## src/rtl/dds_sweep_ctrl.sv

```systemverilog
// Frequency-sweep sequencer feeding the DDS frequency word K: start-to-stop stepping with dwell, abort and done.
// Optional `define SWEEP_TRIANGLE_EN: reverse at f_stop and sweep back to f_start (triangle) instead of sawtooth.
module dds_sweep_ctrl #(
    parameter int KW = 32,
    parameter int DW = 16
) (
    input  logic          clk,
    input  logic          rst_n,
    input  logic          start,
    input  logic          abort,
    input  logic [KW-1:0] f_start,
    input  logic [KW-1:0] f_stop,
    input  logic [KW-1:0] f_step,
    input  logic [DW-1:0] dwell,
    input  logic          mode,
    output logic [KW-1:0] K_out,
    output logic          k_upd,
    output logic          busy,
    output logic          done
);

    typedef enum logic [1:0] {IDLE, DWELL, STEP} state_t;

    localparam logic [DW-1:0] ONE = {{(DW-1){1'b0}}, 1'b1};

    state_t        state, state_nxt;
    logic [KW-1:0] cfg_start, cfg_stop, cfg_step;
    logic [DW-1:0] cfg_dwell;
    logic          cfg_mode, dir_up;
    logic [DW-1:0] cnt, cnt_nxt;
    logic [KW-1:0] k_nxt;
    logic          upd_nxt, busy_nxt, done_nxt;
    logic          accept, finish;
    logic [DW-1:0] dwell_eff;

    // One step toward tgt, widened by a bit so overflow/underflow is caught and clamped.
    function automatic logic [KW-1:0] step_toward(input logic [KW-1:0] k, input logic [KW-1:0] s,
                                                  input logic [KW-1:0] tgt, input logic up);
        logic [KW:0] nxt;
        logic        clamp;
        if (up) begin
            nxt   = {1'b0, k} + {1'b0, s};
            clamp = nxt[KW] || (nxt[KW-1:0] > tgt);
        end else begin
            nxt   = {1'b0, k} - {1'b0, s};
            clamp = nxt[KW] || (nxt[KW-1:0] < tgt);
        end
        if (s == '0)
            clamp = 1'b1;
        return clamp ? tgt : nxt[KW-1:0];
    endfunction

    assign accept    = (state == IDLE) && start && !abort;
    assign dwell_eff = (dwell == '0) ? ONE : dwell;

`ifdef SWEEP_TRIANGLE_EN
    logic          rev, rev_nxt;
    logic [KW-1:0] target;
    assign target = rev ? cfg_start : cfg_stop;
    assign finish = !cfg_mode && (K_out == target) && (rev || (cfg_start == cfg_stop));
`else
    assign finish = !cfg_mode && (K_out == cfg_stop);
`endif

    always_ff @(posedge clk or negedge rst_n) begin
        if (!rst_n)
            state <= IDLE;
        else
            state <= state_nxt;
    end

    // The start cycle counts as the first dwell cycle of f_start, so a 1-cycle dwell goes straight to STEP.
    always_comb begin
        state_nxt = state;
        case (state)
            IDLE:    if (accept) state_nxt = (dwell_eff == ONE) ? STEP : DWELL;
            DWELL:   if (cnt <= ONE) state_nxt = STEP;
            STEP:    state_nxt = finish ? IDLE : DWELL;
            default: state_nxt = IDLE;
        endcase
        if (abort && (state != IDLE))
            state_nxt = IDLE;
    end

    always_comb begin
        k_nxt    = K_out;
        upd_nxt  = 1'b0;
        busy_nxt = busy;
        done_nxt = 1'b0;
        cnt_nxt  = cnt;
`ifdef SWEEP_TRIANGLE_EN
        rev_nxt  = rev;
`endif
        case (state)
            IDLE: begin
                if (accept) begin
                    k_nxt    = f_start;
                    upd_nxt  = 1'b1;
                    busy_nxt = 1'b1;
                    cnt_nxt  = dwell_eff - ONE;
`ifdef SWEEP_TRIANGLE_EN
                    rev_nxt  = 1'b0;
`endif
                end
            end
            DWELL: cnt_nxt = cnt - ONE;
            STEP: begin
                if (finish) begin
                    done_nxt = 1'b1;
                    busy_nxt = 1'b0;
                end else begin
                    upd_nxt = 1'b1;
                    cnt_nxt = cfg_dwell;
`ifdef SWEEP_TRIANGLE_EN
                    // At an endpoint turn around, so the endpoint word is never repeated.
                    if (K_out != target)
                        k_nxt = step_toward(K_out, cfg_step, target, dir_up ^ rev);
                    else if (cfg_start == cfg_stop)
                        k_nxt = cfg_start;
                    else begin
                        rev_nxt = !rev;
                        k_nxt   = step_toward(K_out, cfg_step, rev ? cfg_stop : cfg_start, dir_up ^ !rev);
                    end
`else
                    k_nxt = (K_out == cfg_stop) ? cfg_start : step_toward(K_out, cfg_step, cfg_stop, dir_up);
`endif
                end
            end
            default: ;
        endcase
        if (abort && (state != IDLE)) begin
            k_nxt    = K_out;
            upd_nxt  = 1'b0;
            busy_nxt = 1'b0;
            done_nxt = 1'b0;
        end
    end

    always_ff @(posedge clk or negedge rst_n) begin
        if (!rst_n) begin
            K_out     <= '0;
            k_upd     <= 1'b0;
            busy      <= 1'b0;
            done      <= 1'b0;
            cnt       <= '0;
            cfg_start <= '0;
            cfg_stop  <= '0;
            cfg_step  <= '0;
            cfg_dwell <= ONE;
            cfg_mode  <= 1'b0;
            dir_up    <= 1'b1;
`ifdef SWEEP_TRIANGLE_EN
            rev       <= 1'b0;
`endif
        end else begin
            K_out <= k_nxt;
            k_upd <= upd_nxt;
            busy  <= busy_nxt;
            done  <= done_nxt;
            cnt   <= cnt_nxt;
`ifdef SWEEP_TRIANGLE_EN
            rev   <= rev_nxt;
`endif
            if (accept) begin
                cfg_start <= f_start;
                cfg_stop  <= f_stop;
                cfg_step  <= f_step;
                cfg_dwell <= dwell_eff;
                cfg_mode  <= mode;
                dir_up    <= (f_start <= f_stop);
            end
        end
    end

endmodule

```

## config.mk

```make
export PLATFORM = sky130hd
export DESIGN_NAME = dds_sweep_ctrl
export DESIGN_NICKNAME = d
export VERILOG_FILES = /design/src/rtl/dds_sweep_ctrl.sv
export SDC_FILE = /design/constraint.sdc
export NUM_CORES = 1
export LEC_CHECK = 0
export ABC_AREA = 0
export ABC_CLOCK_PERIOD_IN_PS = 4600
export CAP_MARGIN = 30
export CELL_PAD_IN_SITES_DETAIL_PLACEMENT = 0
export CELL_PAD_IN_SITES_GLOBAL_PLACEMENT = 1
export CORE_MARGIN = 3
export CORE_UTILIZATION = 40
export DETAILED_ROUTE_END_ITERATION = 8
export PLACE_DENSITY = 0.88
export SLEW_MARGIN = 15
export SYNTH_ARGS = -nofsm -noshare
export SYNTH_HDL_FRONTEND = slang
export SYNTH_SLANG_ARGS = --single-unit
```

## constraint.sdc

```tcl
create_clock -name clk -period 4.6 [get_ports clk]
set_input_delay 0.46 -clock clk [delete_from_list [all_inputs] [get_ports clk]]
set_output_delay 0.46 -clock clk [all_outputs]
set_load 0.05 [all_outputs]
```

**Run 1: M2 wires**

Drawn at 2 px/um.
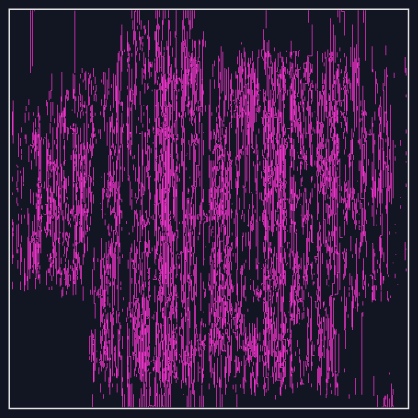
- share of all routed wire: 43%
- nets with wire on the layer: 2025
- wire length on this layer: 23.8 mm
- main direction: vertical
- longest straight run: 76.5 um
grt met2 use: 42.2%
final wirelength: 54900 um
DR vias: 14776

**Run 1: register map, names as in the netlist**

Drawn at 2 px/um. Other sequential cells in the stronger gray, the rest of the logic in the fainter gray.
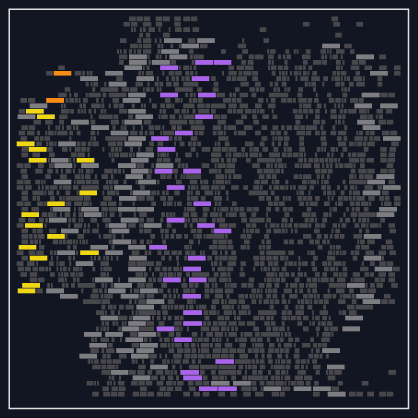
- K_out: purple (sequential cells 32; where a column down the middle)
- state: orange (sequential cells 2)
- cfg_dwell: yellow (sequential cells 16; where left middle)
FF/Latch Area: 0.00419 mm2
post-layout util: 54.1%
fraction of area in registers: 21.2%

==> results.json, run 1 <==
{
  "arrival_ns": 5.56,
  "met3_usage_pct": 4.96,
  "tns_ns": -14.72,
  "rsz0062_at_grt": "true",
  "highest_layer": "met4",
  "post-place-ws_ns": -0.649,
  "yosysSeqAreaShare_pct": 28.1,
  "ys_ff": 167,
  "cts_buffer_depth": 2,
  "tightest_slew_ns": 0.860,
  "end_kind": "flip-flop",
  "syn_to_final_growth_pct": 33.1,
  "setup_viol_count_final": 32,
  "ys_sh_xor_pct": 7.24,
  "hold_class": "input port to asynchronous set/reset pin",
  "fp_nets": 2032,
  "slowest_delay_ns": 0.44,
  "clkbuf_count": 18,
  "start_kind": "flip-flop",
  "cts-buffers-inserted": 17,
  "root_buffer": "clkbuf_16",
  "ys_sh_mux_pct": 8.16,
  "top_cell_area_share_pct": 27.7,
  "routed-wl-met3_um": 4320,
  "status": "finished with violations",
  "cp_num_buf_inv": 5,
  "yosysTopAreaCell": "dfrtp_1",
  "n_fill_cell": 3353,
  "dominant_cells": "multi-input combinational cells",
  "min_period_ns": 5.17,
  "fmax_mhz": 193,
  "placed_area_mm2": 0.0188,
  "yosysUniqueCellTypes": 81,
  "violations": "negative setup slack",
  "setup_ws_ns": -0.574,
  "yosys-stat-area_mm2": 0.0149,
  "fin_cells": 2602,
  "nNetsFinal": 2407,
  "cp_max_fo": 10,
  "comb_area_share_pct": 51.4
}
**Run 1: floorplan with the power grid**

Drawn at 2 px/um. Pins as bars on the die edge.
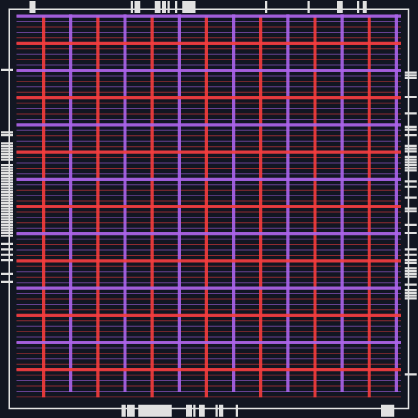
- VDD: purple
- VSS: red
- rows: 70
- met5 straps: 14
- met1 rails: 71
- met4 straps: 14
- signal pins: 152
Die W: 199 um
die height: 199 um
Core Area: 0.0366 mm2

==> run 2, diff against run 1 <==
--- a/config.mk
+++ b/config.mk
@@ -5,7 +5,6 @@
 export SDC_FILE = /design/constraint.sdc
 export NUM_CORES = 1
 export LEC_CHECK = 0
-export ABC_AREA = 0
 export ABC_CLOCK_PERIOD_IN_PS = 4600
 export CAP_MARGIN = 30
 export CELL_PAD_IN_SITES_DETAIL_PLACEMENT = 0
**Run 2: M2 wires**

Drawn at 2 px/um.
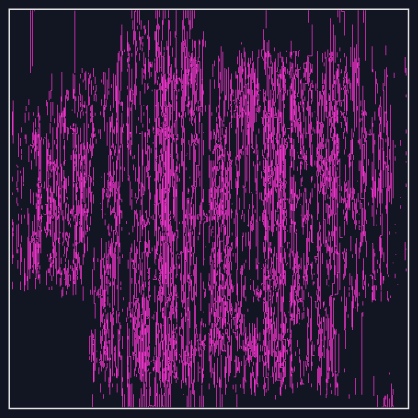
- main direction: vertical
- share of all routed wire: 43%
- nets with wire on the layer: 2025

==> run 2 against run 1 <==
Against the previous run:
- the run still ends with negative setup slack left
- synthesized cell count unchanged
- utilization unchanged
- wire length unchanged
- clock-buffer cell count unchanged
- cell area unchanged
- sequential cell count unchanged
- die area unchanged
- critical path depth unchanged
- register-to-register slack about the same
- highest routed layer unchanged
==> results.json, run 2 <==
{
  "root_buffer": "clkbuf_16",
  "placed_area_mm2": 0.0188,
  "start_kind": "flip-flop",
  "fp.coreArea_mm2": 0.0366,
  "regArea_mm2": 0.00419,
  "synth_cells": 1746,
  "top_cell_area_share_pct": 27.7,
  "tns_ns": -14.72,
  "wl_um": 54900,
  "comb_area_share_pct": 51.4,
  "ys_ff": 167,
  "syn_to_final_growth_pct": 33.1,
  "rsz0062_at_grt": "true",
  "cts_buffer_depth": 2,
  "cp_num_buf_inv": 5,
  "slowest_delay_ns": 0.44,
  "ys_sh_mux_pct": 8.16,
  "n_fill_cell": 3353,
  "yosys-stat-area_mm2": 0.0149,
  "r2r_slack_ns": -0.57,
  "gp_congestion": 0.964,
  "grt_overflow": 0,
  "die_width_um": 199,
  "yosysSeqAreaShare_pct": 28.1,
  "topCombFamilyByArea": "AND-OR/OR-AND gates",
  "hold_class": "input port to asynchronous set/reset pin",
  "fp_nets": 2032,
  "yosysTopAreaCell": "dfrtp_1",
  "row_count": 70,
  "min_period_ns": 5.17,
  "status": "finished with violations",
  "cp_max_fo": 10,
  "top_cells_by_area": "dfrtp_1 28%, ha_1 14%, mux2_2 6.2%",
  "cts-buffers-inserted": 17,
  "clkbuf_count": 18,
  "dominant_cells": "multi-input combinational cells",
  "syn_area_per_cell_um2": 8.52,
  "cts_max_level": 4,
  "routed-wl-met3_um": 4320,
  "tightest_slew_ns": 0.860,
  "highest_layer": "met4",
  "arrival_ns": 5.56,
  "final_common_cell": "buf_4",
  "setup_ws_ns": -0.574,
  "fmax_mhz": 193,
  "dr_total_vias": 14776,
  "met1_length_um": 25500,
  "comb.multi_input.count": 1355,
  "routed_via_density": 5.68,
  "post-place-ws_ns": -0.649,
  "end_kind": "flip-flop",
  "sh_seq_area_pct": 21.2,
  "nNetsFinal": 2407,
  "setup_viol_count_final": 32,
  "fin_cells": 2602,
  "final_util_pct": 54.1,
  "fp.dieH_um": 199,
  "met3_usage_pct": 4.96,
  "violations": "negative setup slack",
  "ys_sh_xor_pct": 7.24
}
